Fig. 1: run 1, cells by drive strength
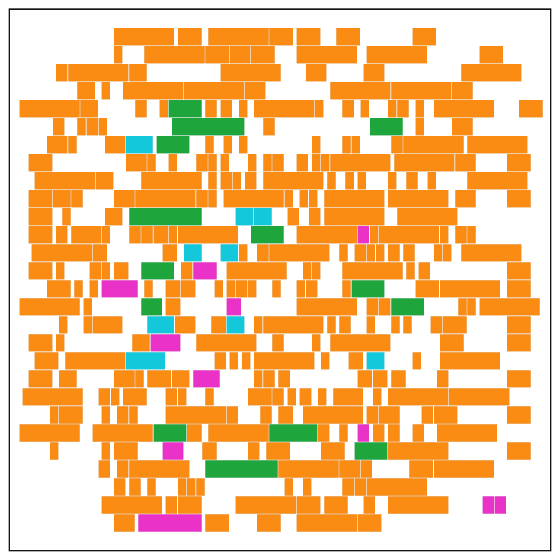
Fig. 2: run 1, placement by cell class
Bar = 20 um. Fill, decap, tap and diode cells in gray.
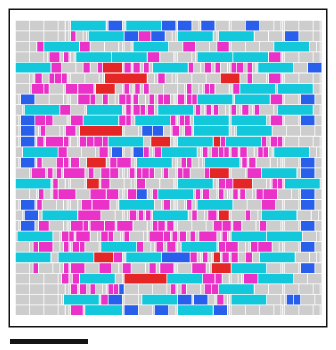
Fig. 3: run 1, gate families picked out
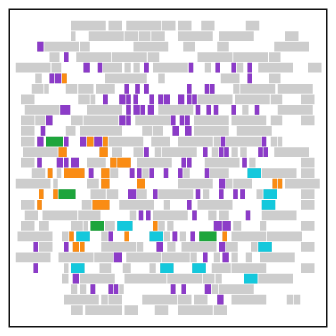
## src/rtl/hmmm_loader_pkg.sv

```systemverilog
// Shared definitions for the hmmm program loader: byte/word geometry and FSM state encodings.
package hmmm_loader_pkg;

    localparam int BYTE_W         = 8;
    localparam int BYTES_PER_WORD = 2;
    localparam int WORD_W         = BYTE_W * BYTES_PER_WORD;

    localparam logic [2:0] ST_IDLE = 3'd0;
    localparam logic [2:0] ST_HI   = 3'd1;
    localparam logic [2:0] ST_LO   = 3'd2;
    localparam logic [2:0] ST_ADDR = 3'd3;
    localparam logic [2:0] ST_DATA = 3'd4;
    localparam logic [2:0] ST_CSUM = 3'd5;
    localparam logic [2:0] ST_DONE = 3'd6;
    localparam logic [2:0] ST_ERR  = 3'd7;

endpackage

```

## src/rtl/hmmm_loader_word_assembler.sv

```systemverilog
// Packs big-endian byte pairs into one program word; with HMMM_LOADER_CHECKSUM_EN it also
// keeps a running XOR of every data byte of the current frame.
module hmmm_loader_word_assembler
    import hmmm_loader_pkg::*;
(
    input  logic              clk,
    input  logic              rst,
    input  logic [BYTE_W-1:0] byte_in,
    input  logic              clear,
    input  logic              load_hi,
    input  logic              load_lo,
    output logic [WORD_W-1:0] word
`ifdef HMMM_LOADER_CHECKSUM_EN
    ,
    output logic [BYTE_W-1:0] csum
`endif
);

    logic [BYTE_W-1:0] hi_q;

    // The word only updates once its low byte arrives, so it is stable through ADDR/DATA.
    always_ff @(posedge clk or negedge rst) begin
        if (!rst) begin
            hi_q <= '0;
            word <= '0;
        end else if (clear) begin
            hi_q <= '0;
            word <= '0;
        end else begin
            if (load_hi) hi_q <= byte_in;
            if (load_lo) word <= {hi_q, byte_in};
        end
    end

`ifdef HMMM_LOADER_CHECKSUM_EN
    always_ff @(posedge clk or negedge rst) begin
        if (!rst) begin
            csum <= '0;
        end else if (clear) begin
            csum <= '0;
        end else if (load_hi || load_lo) begin
            csum <= csum ^ byte_in;
        end
    end
`endif

endmodule

```

## src/rtl/hmmm_loader.sv

```systemverilog
// Byte-stream program loader for the hmmm core: writes a COUNT-prefixed word image into core RAM
// and holds the core in reset until done. Optional trailing XOR checksum: HMMM_LOADER_CHECKSUM_EN.
module hmmm_loader
    import hmmm_loader_pkg::*;
#(
    parameter int ADDR_W = 8,
    parameter int DATA_W = 16
) (
    input  logic              clk,
    input  logic              rst,
    input  logic [7:0]        in_data,
    input  logic              in_valid,
    output logic              in_ready,
    output logic              pgrm_addr,
    output logic              pgrm_data,
    output logic [DATA_W-1:0] bus_o,
    output logic              bus_oe,
    output logic              cpu_rst,
    output logic              busy,
    output logic              done,
    output logic              error
);

    localparam int REM_W = ADDR_W + 1;

    logic [2:0]        state;
    logic [ADDR_W-1:0] addr;
    logic [REM_W-1:0]  remaining;
    logic [REM_W-1:0]  frame_len;
    logic [WORD_W-1:0] word;
    logic              xfer;
    logic              accept_count;
    logic              load_hi;
    logic              load_lo;

    assign xfer         = in_valid & in_ready;
    assign accept_count = xfer && (state == ST_IDLE || state == ST_DONE || state == ST_ERR);
    assign load_hi      = xfer && (state == ST_HI);
    assign load_lo      = xfer && (state == ST_LO);

    // COUNT of zero selects a full RAM image (2**ADDR_W words).
    assign frame_len = (in_data == 8'd0) ? {1'b1, {ADDR_W{1'b0}}} : REM_W'(in_data);

`ifdef HMMM_LOADER_CHECKSUM_EN
    logic [7:0] csum;
    logic       error_q;

    assign error = error_q;
`else
    assign error = 1'b0;
`endif

    hmmm_loader_word_assembler u_assembler (
        .clk     (clk),
        .rst     (rst),
        .byte_in (in_data),
        .clear   (accept_count),
        .load_hi (load_hi),
        .load_lo (load_lo),
        .word    (word)
`ifdef HMMM_LOADER_CHECKSUM_EN
        ,
        .csum    (csum)
`endif
    );

    always_ff @(posedge clk or negedge rst) begin
        if (!rst) begin
            state     <= ST_IDLE;
            in_ready  <= 1'b1;
            pgrm_addr <= 1'b0;
            pgrm_data <= 1'b0;
            bus_o     <= '0;
            bus_oe    <= 1'b0;
            cpu_rst   <= 1'b0;
            busy      <= 1'b0;
            done      <= 1'b0;
            addr      <= '0;
            remaining <= '0;
`ifdef HMMM_LOADER_CHECKSUM_EN
            error_q   <= 1'b0;
`endif
        end else begin
            case (state)
                ST_IDLE, ST_DONE, ST_ERR: begin
                    if (xfer) begin
                        remaining <= frame_len;
                        addr      <= '0;
                        busy      <= 1'b1;
                        done      <= 1'b0;
                        cpu_rst   <= 1'b0;
`ifdef HMMM_LOADER_CHECKSUM_EN
                        error_q   <= 1'b0;
`endif
                        state     <= ST_HI;
                    end
                end
                ST_HI: begin
                    if (xfer) state <= ST_LO;
                end
                ST_LO: begin
                    // Stall the stream for the two bus cycles that follow each word.
                    if (xfer) begin
                        in_ready  <= 1'b0;
                        bus_oe    <= 1'b1;
                        bus_o     <= DATA_W'(addr);
                        pgrm_addr <= 1'b1;
                        state     <= ST_ADDR;
                    end
                end
                ST_ADDR: begin
                    pgrm_addr <= 1'b0;
                    pgrm_data <= 1'b1;
                    bus_o     <= word;
                    state     <= ST_DATA;
                end
                ST_DATA: begin
                    pgrm_data <= 1'b0;
                    bus_oe    <= 1'b0;
                    bus_o     <= '0;
                    in_ready  <= 1'b1;
                    addr      <= addr + 1'b1;
                    remaining <= remaining - 1'b1;
                    if (remaining == REM_W'(1)) begin
`ifdef HMMM_LOADER_CHECKSUM_EN
                        state   <= ST_CSUM;
`else
                        state   <= ST_DONE;
                        done    <= 1'b1;
                        cpu_rst <= 1'b1;
                        busy    <= 1'b0;
`endif
                    end else begin
                        state <= ST_HI;
                    end
                end
`ifdef HMMM_LOADER_CHECKSUM_EN
                ST_CSUM: begin
                    if (xfer) begin
                        busy <= 1'b0;
                        if (in_data == csum) begin
                            state   <= ST_DONE;
                            done    <= 1'b1;
                            cpu_rst <= 1'b1;
                        end else begin
                            state   <= ST_ERR;
                            error_q <= 1'b1;
                        end
                    end
                end
`endif
                default: state <= ST_IDLE;
            endcase
        end
    end

endmodule

```

## config.mk

```make
export PLATFORM = sky130hd
export DESIGN_NAME = hmmm_loader
export DESIGN_NICKNAME = d
export VERILOG_FILES = /design/src/rtl/hmmm_loader_pkg.sv /design/src/rtl/hmmm_loader_word_assembler.sv /design/src/rtl/hmmm_loader.sv
export SDC_FILE = /design/constraint.sdc
export NUM_CORES = 1
export LEC_CHECK = 0
export CAP_MARGIN = 40
export CORE_MARGIN = 1
export CORE_UTILIZATION = 48
export DETAILED_ROUTE_END_ITERATION = 7
export PLACE_DENSITY = 0.67
export RECOVER_POWER = 50
export SLEW_MARGIN = 20
export SYNTH_ARGS = -nofsm -noshare
export SYNTH_HDL_FRONTEND = slang
export SYNTH_SLANG_ARGS = --single-unit
```

## constraint.sdc

```tcl
create_clock -name clk -period 2.79 [get_ports clk]
set_input_delay 0.558 -clock clk [delete_from_list [all_inputs] [get_ports clk]]
set_output_delay 0.558 -clock clk [all_outputs]
set_load 0.005 [all_outputs]
```

==> results_dict.tcl, run 1 <==
# yosys + openroad results
set metrics [dict create \
    final_cells 427 \
    num-nets-final 361 \
    peakVddDrop_mv 0.5369 \
    dr_wl_met3_um 258 \
    gp_congestion 0.7953 \
    final_cell_mix "nand2_1, dfrtp_1, clkdlybuf4s50_1, nand3_1, a21oi_1" \
    power_frac_seq_pct 41.7 \
    cp_slowest_stage_delay_ps 530 \
    leakagePower_nw 1.677 \
    global_route.usage.met2_pct 34.75 \
    ff_type "dfrtp_1" \
    warnings 27 \
    arrival_ps 2480 \
    cts_tree "built" \
    yosysMostFrequentCell "nand2_1" \
    holdBufCountCts 0 \
    dpl_cell_area_sq_um 3446 \
    grt_util_all_layers_pct 22.63 \
    yosys_area_sq_um 3037 \
    power.density_nw_per_um2 1119 \
    routed.top_layer "met4" \
    ctsResizeCount 0 \
    ys_top_cells_by_area "dfrtp_1, nand2_1, nand3_1, a21oi_1, mux2i_1" \
    ant_nets 0 \
    synthArstFlopShare_pct 100.0 \
    whs_ps 472.3 \
    cts_made_buffers 9 \
    ys_ff 66 \
    grt_start_max_net_pins 67 \
    critPathSlowestCell "a21o_1" \
    ios 35 \
    violations "capacitance limit, slew limit" \
    grt_util_met1_pct 31.27 \
    clock_latency_ps 340 \
    hold_start "u_assembler.hi_q[1]$_DFFE_PN0P_" \
    n_fill_cell 539 \
    critPathLaunch "in_valid" \
    insertedDiodeCount 0 \
    cts.clk_slew.worst_paths_ps 70 \
    worstPathRequired_ps 3070 \
    drc_errors 0 \
    syn_area_per_cell_sq_um 9.702 \
    cts_htree_levels 3 \
    place_ws_ps 542.8 \
    setup_tns_ps 0 \
    cts_buffer_depth 2 \
    slew_headroom_pct -9.318 \
    cp_common_cell "nand2_1" \
    avgViaCountPerCell 5.581 \
    tightest_slew_ps 1640 \
    die.size.y_um 81.54 \
    die_area_sq_um 6649 \
    post-place-cells 411 \
    final_hold_viol_count 0 \
    area_delta_synth_final_pct 20.27 \
    clock-sinks 66 \
    period_minus_slack_ps 2203 \
    slew_violations 67 \
    status "finished with violations" \
    min_path_type "reg2reg" \
    top_area_share_pct 53.56 \
    p_switching_mw 1.447 \
    clockPowerShare_pct 24.1 \
    layout_setup_ws_ps 587.5 \
    netlist_area_sq_um 3037 \
    crit_buf_inv 3 \
    yosysWarnings 0 \
    grt_pass1_vias 2234 \
    end_kind "register" \
    grt_pass1_wl_um 11200 \
    grtUsageMet3_pct 5.000 \
    syn-num-nets 327 \
    timing.fmax_ghz 0.4540 \
    cp_top_family "buffers and inverters" \
    synthCells 313 \
    drt-initial-drc-count 160 \
    comb_power_share_pct 34.2 \
    crit_chain "clkdlybuf4s50_1 -> nand2_1 -> clkbuf_1 -> a21o_1 -> buf_4 -> nand3_1 -> nand2_1" \
    portBuffers 33 \
    synth_cell_types 52 \
    timing.rr.start "state[0]$_DFFE_PN0P_" \
    wl_met1_um 3267 \
    finalPower_mw 4.086 \
    maxCapViolations 1 \
    grt_most_used_layer "met2" \
    firstDrtPassIters 4 \
    synth-seq-area-share_pct 54.43 \
    met2_wirelength_um 3087 \
    top_area_cell "dfrtp_1" \
    grt_overflow_total 0 \
    crit_fanout 15 \
]
Back to the opening pictures, Fig. 1:
- orange: drive 1 or less (cells 318; share 90%)
- magenta: drive 2 (cells 11; share 3.1%)
- cyan: drive 3 to 4 (cells 9; share 2.6%)
- green: drive 6 and up (cells 14; share 4.0%)

Back to the opening pictures, Fig. 2:
- magenta: all other logic (cells 229; share of their area 36%)
- blue: other buffers and delay cells (cells 41; share of their area 11%)
- cyan: flip-flops (cells 66; share of their area 46%)
- red: clock drivers and dummy loads (cells 16; share of their area 6.8%)
core area: 6026 sq um
FP Rows: 28
Finished Cell Area: 3652 sq um

Back to the opening pictures, Fig. 3:
- cyan: multiplexers (cells 11)
- green: adder and majority cells (cells 4)
- orange: NOR gates (cells 24)
- purple: NAND gates (cells 106)
Comb area share: 34.16%
most common logic cell in the routed design: nand2_1

run 1: kinds of logic (layout without fill, tap and decap cells):
logic type	after synthesis	count (layout)	synth area share, %
adders and majority gates	4	4	1.566
buffers and inverters	25	64	3.997
other	1	1	0.1235
xor gates and xnor gates	2	2	0.5769
DFF	66	66	54.43
and+or+nand+nor	140	140	22.09
AOI/OAI and AO/OA	64	64	13.56
muxes	11	11	3.667
run 1: registers in the layout, summed over array words and instances, names as in the netlist, 3 cells and up:
signal / cells
bus_o: 16
remaining: 9
addr: 8
state: 3
u_assembler.hi_q: 8
u_assembler.word: 16
run 1: worst paths after layout:
check,slack [ps],to,cells after the start
min in group asynchronous,720,addr[3]$_DFFE_PN0P_,2
max in group asynchronous,1100,remaining[4]$_DFFE_PN0P_,2
min,470,u_assembler.hi_q[1]$_DFFE_PN0P_,2
min reg2reg,470,u_assembler.hi_q[1]$_DFFE_PN0P_,2
max reg2reg,690,bus_o[14]$_DFFE_PN0P_,4
max,590,u_assembler.hi_q[1]$_DFFE_PN0P_,7
run 1: final cells by class:
type	count	area [sq um]	area share, %
inverter	7	26.28	0.7194
multi-input combinational	222	1247	34.16
tap	75	93.84	2.569
sequential	66	1653	45.26
clock inverter	7	116.4	3.186
clock buffer	9	123.9	3.392
timing repair buffer	41	391.6	10.72
run 1: power by group through the flow:
stage	Sequential [mW]	Combinational [mW]	Clock, mW
3_5_place_dp	1.73	1.43	0
5_1_grt	1.77	1.58	1.03
4_1_cts	1.71	1.44	0.991
3_3_place_gp	1.71	1.40	0
6_report	1.70	1.40	0.983
2_1_floorplan	1.62	0.963	0
run 1: tightest hold or removal path: cells and delay by family (launching register included):
family           cells  cell delay [ps]
flip-flops           1              350
AND/OR/NAND/NOR      2              100
Fig. 4: run 1, clock routing
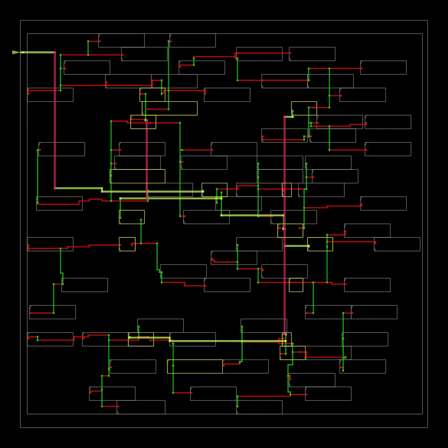

==> inputs of run 2 (changes only) <==
- PLACE_DENSITY: 0.67 -> 0.7
- clock period: 2.79 -> 1.9 ns (I/O delays scaled with it)
Fig. 5: run 2, clock routing
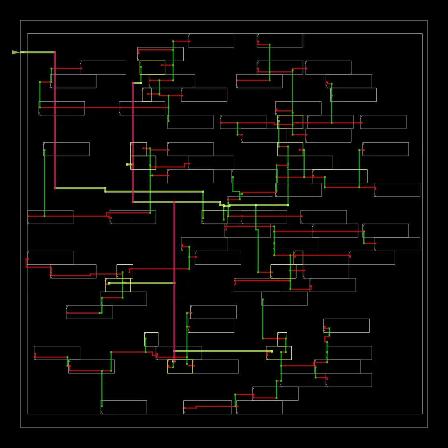
flop count: 66
Latency at later pin: 340 ps

Fig. 6: run 2, gate families picked out
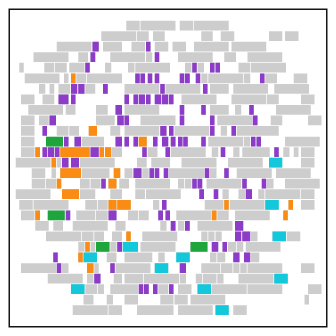
- purple: NAND gates (cells 106)
- cyan: multiplexers (cells 11)
- green: adder and majority cells (cells 4)
- orange: NOR gates (cells 24)

Fig. 7: run 2, the metal 2 layer
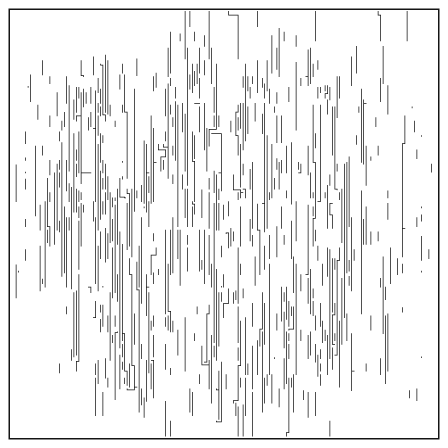
- nets with wire on the layer: 314
- longest straight run: 29.2 um
- share of all routed wire: 47%
- main direction: vertical

==> results_dict.tcl, run 2 <==
# yosys + openroad results
set metrics [dict create \
    status "finished clean" \
    grt_util_all_layers_pct 22.09 \
    die.size.y_um 81.54 \
    final_area_sq_um 3771 \
    period_minus_slack_ps 1787 \
    r2r_end "bus_o[5]$_DFFE_PN0P_" \
    setup_viol 0 \
    insertedDiodeCount 0 \
    end_kind "primary output" \
    critPathLaunch "in_ready$_DFFE_PN1P_" \
    sw_frac_of_total_pct 36.05 \
    arrival_ps 1410 \
    internal_power_mw 3.768 \
    edf_count 0 \
    whs_ps 472.7 \
    grt_pass1_wl_um 10850 \
    cts_made_buffers 9 \
    netlist_area_sq_um 3037 \
    crit_chain "clkdlybuf4s50_1" \
    dp_hpwl_um 4588 \
    worstPathRequired_ps 1520 \
    ys_cells 313 \
    avgViaCountPerCell 5.444 \
    power_frac_seq_pct 41.3 \
    crit_buf_inv 1 \
    grt_start_max_net_pins 36 \
    power_combinational_mw 2.30 \
    path_depth 1 \
    cts_buffer_depth 2 \
    n_fill_cell 506 \
    fp_util_pct 50.39 \
    post-place-cells 424 \
    ys_top_cells_by_area "dfrtp_1, nand2_1, nand3_1, a21oi_1, mux2i_1" \
    final_common_cell "nand2_1" \
    coreArea_sq_um 6026 \
    firstDrtPassIters 4 \
    cts.clk_slew.worst_paths_ps 70 \
    fp-row-count 28 \
    synth-seq-area-share_pct 54.43 \
    setup.worst_path.class "reg2out" \
    final_core_util_pct 62.58 \
    drive_above_1_share_pct 13.11 \
    tightest_slew_ps 1041 \
    cp_slowest_stage_delay_ps 560 \
    yosys-top-cells-count "nand2_1, dfrtp_1, nand3_1" \
    leakagePower_nw 1.758 \
    timing.fmax_ghz 0.5595 \
    final_cell_mix "nand2_1, dfrtp_1, clkdlybuf4s50_1, nand3_1, a21oi_1" \
    r2r_slack_ps 160 \
    grt_pass1_vias 2214 \
    post-cts-setup-buffers 0 \
    period_used_pct 94.06 \
    setup_tns_ps 0 \
    cp_top_family "flip-flops" \
    p_clk_mw 1.16 \
    ys_ff 66 \
    critPathCapture "in_ready" \
    comb_power_share_pct 39.0 \
    seq-power_mw 2.44 \
    drt-total-wl_um 6399 \
    top_area_share_pct 53.56 \
    fp.dieW_um 81.54 \
    gp_congestion 0.8214 \
    synthArstFlopShare_pct 100.0 \
    area_delta_synth_final_pct 24.19 \
    yosys_area_sq_um 3037 \
    peakVddDrop_mv 0.7337 \
    place_ws_ps -58.51 \
    clock-sinks 66 \
    yosysMostFrequentCell "nand2_1" \
    crit_fanout 4 \
    critPathSlowestCell "dfstp_2" \
    final_hold_viol_count 0 \
    finalClockSkew_ps 4.468 \
    top_area_cell "dfrtp_1" \
    rsz0062_at_grt "no" \
    syn_area_per_cell_sq_um 9.702 \
    yosysWarnings 0 \
    holdBufCountCts 1 \
    finalPower_mw 5.892 \
    slew_violations 0 \
    drt-initial-drc-count 142 \
    clockPowerShare_pct 19.7 \
    synth_cell_types 52 \
    cts_tree "built" \
    layout_setup_ws_ps 112.8 \
    ff_type "dfrtp_1" \
    p_switching_mw 2.124 \
    warnings 27 \
    ios 35 \
    drc_errors 0 \
    antenna_found_initial 0 \
    min_path_type "reg2reg" \
    power_leader "registers" \
    grt_overflow_total 0 \
    syn-num-nets 327 \
    slew_headroom_pct 30.61 \
    cts_htree_levels 3 \
    start_kind "register" \
    r2r_cells 6 \
    vias 2401 \
    final_cells 441 \
    num-nets-final 375 \
    ant_nets 0 \
    maxCapViolations 0 \
    wire_per_inst_um 14.51 \
    ctsRootBufferMaster "clkbuf_8" \
    timing.rr.start "state[2]$_DFFE_PN0P_" \
    die_area_sq_um 6649 \
    ctsResizeCount 0 \
    portBuffers 33 \
    power.density_nw_per_um2 1562 \
    synthCells 313 \
    dpl_cell_area_sq_um 3568 \
    largestRegisters "bus_o x16, u_assembler.word x16, remaining x9" \
]
==> run 2: how the worst min path moves through the flow <==
| stage | from | to | slack, ps | cells past startpoint |
|---|---|---|---|---|
| floorplan | rst | addr[0]$_DFFE_PN0P_ | 80 | 0 |
| global placement | rst | bus_o[3]$_DFFE_PN0P_ | 350 | 1 |
| detailed placement | rst | bus_o[5]$_DFFE_PN0P_ | 350 | 1 |
| CTS | u_assembler.hi_q[0]$_DFFE_PN0P_ | u_assembler.hi_q[0]$_DFFE_PN0P_ | 480 | 2 |
| global route | u_assembler.hi_q[1]$_DFFE_PN0P_ | u_assembler.hi_q[1]$_DFFE_PN0P_ | 490 | 2 |
| finish | bus_oe$_DFFE_PN0P_ | bus_oe$_DFFE_PN0P_ | 470 | 2 |
==> run 2: cell families after synthesis <==
kind of cell | count (synthesis) | synth area share (%)
DFF | 66 | 54.43
xor gates and xnor gates | 2 | 0.5769
AOI/OAI and AO/OA | 64 | 13.56
adders and majority gates | 4 | 1.566
and+or+nand+nor | 140 | 22.09
muxes | 11 | 3.667
other | 1 | 0.1235
buffers and inverters | 25 | 3.997
==> run 2: final cells by class <==
class	instances	area (sq um)	area share, %
Clock buffer	9	123.9	3.285
Tap cell	75	93.84	2.488
Inverter	7	26.28	0.6967
Sequential cell	66	1653	43.83
Timing Repair Buffer	55	541.8	14.37
Multi-Input combinational cell	222	1262	33.48
Clock inverter	7	70.07	1.858
==> run 2: per-layer routing <==
metal / up-vias / global-route usage (%) / share of wire, %
li1: 1180 / - / -
met1: 1174 / 30.40 / 48
met2: 38 / 34.00 / 47
met3: 9 / 4.333 / 2.9
met4: 0 / 9.286 / 1.3
met5: - / 0 / 0
Power and IR drop assume default switching activity.
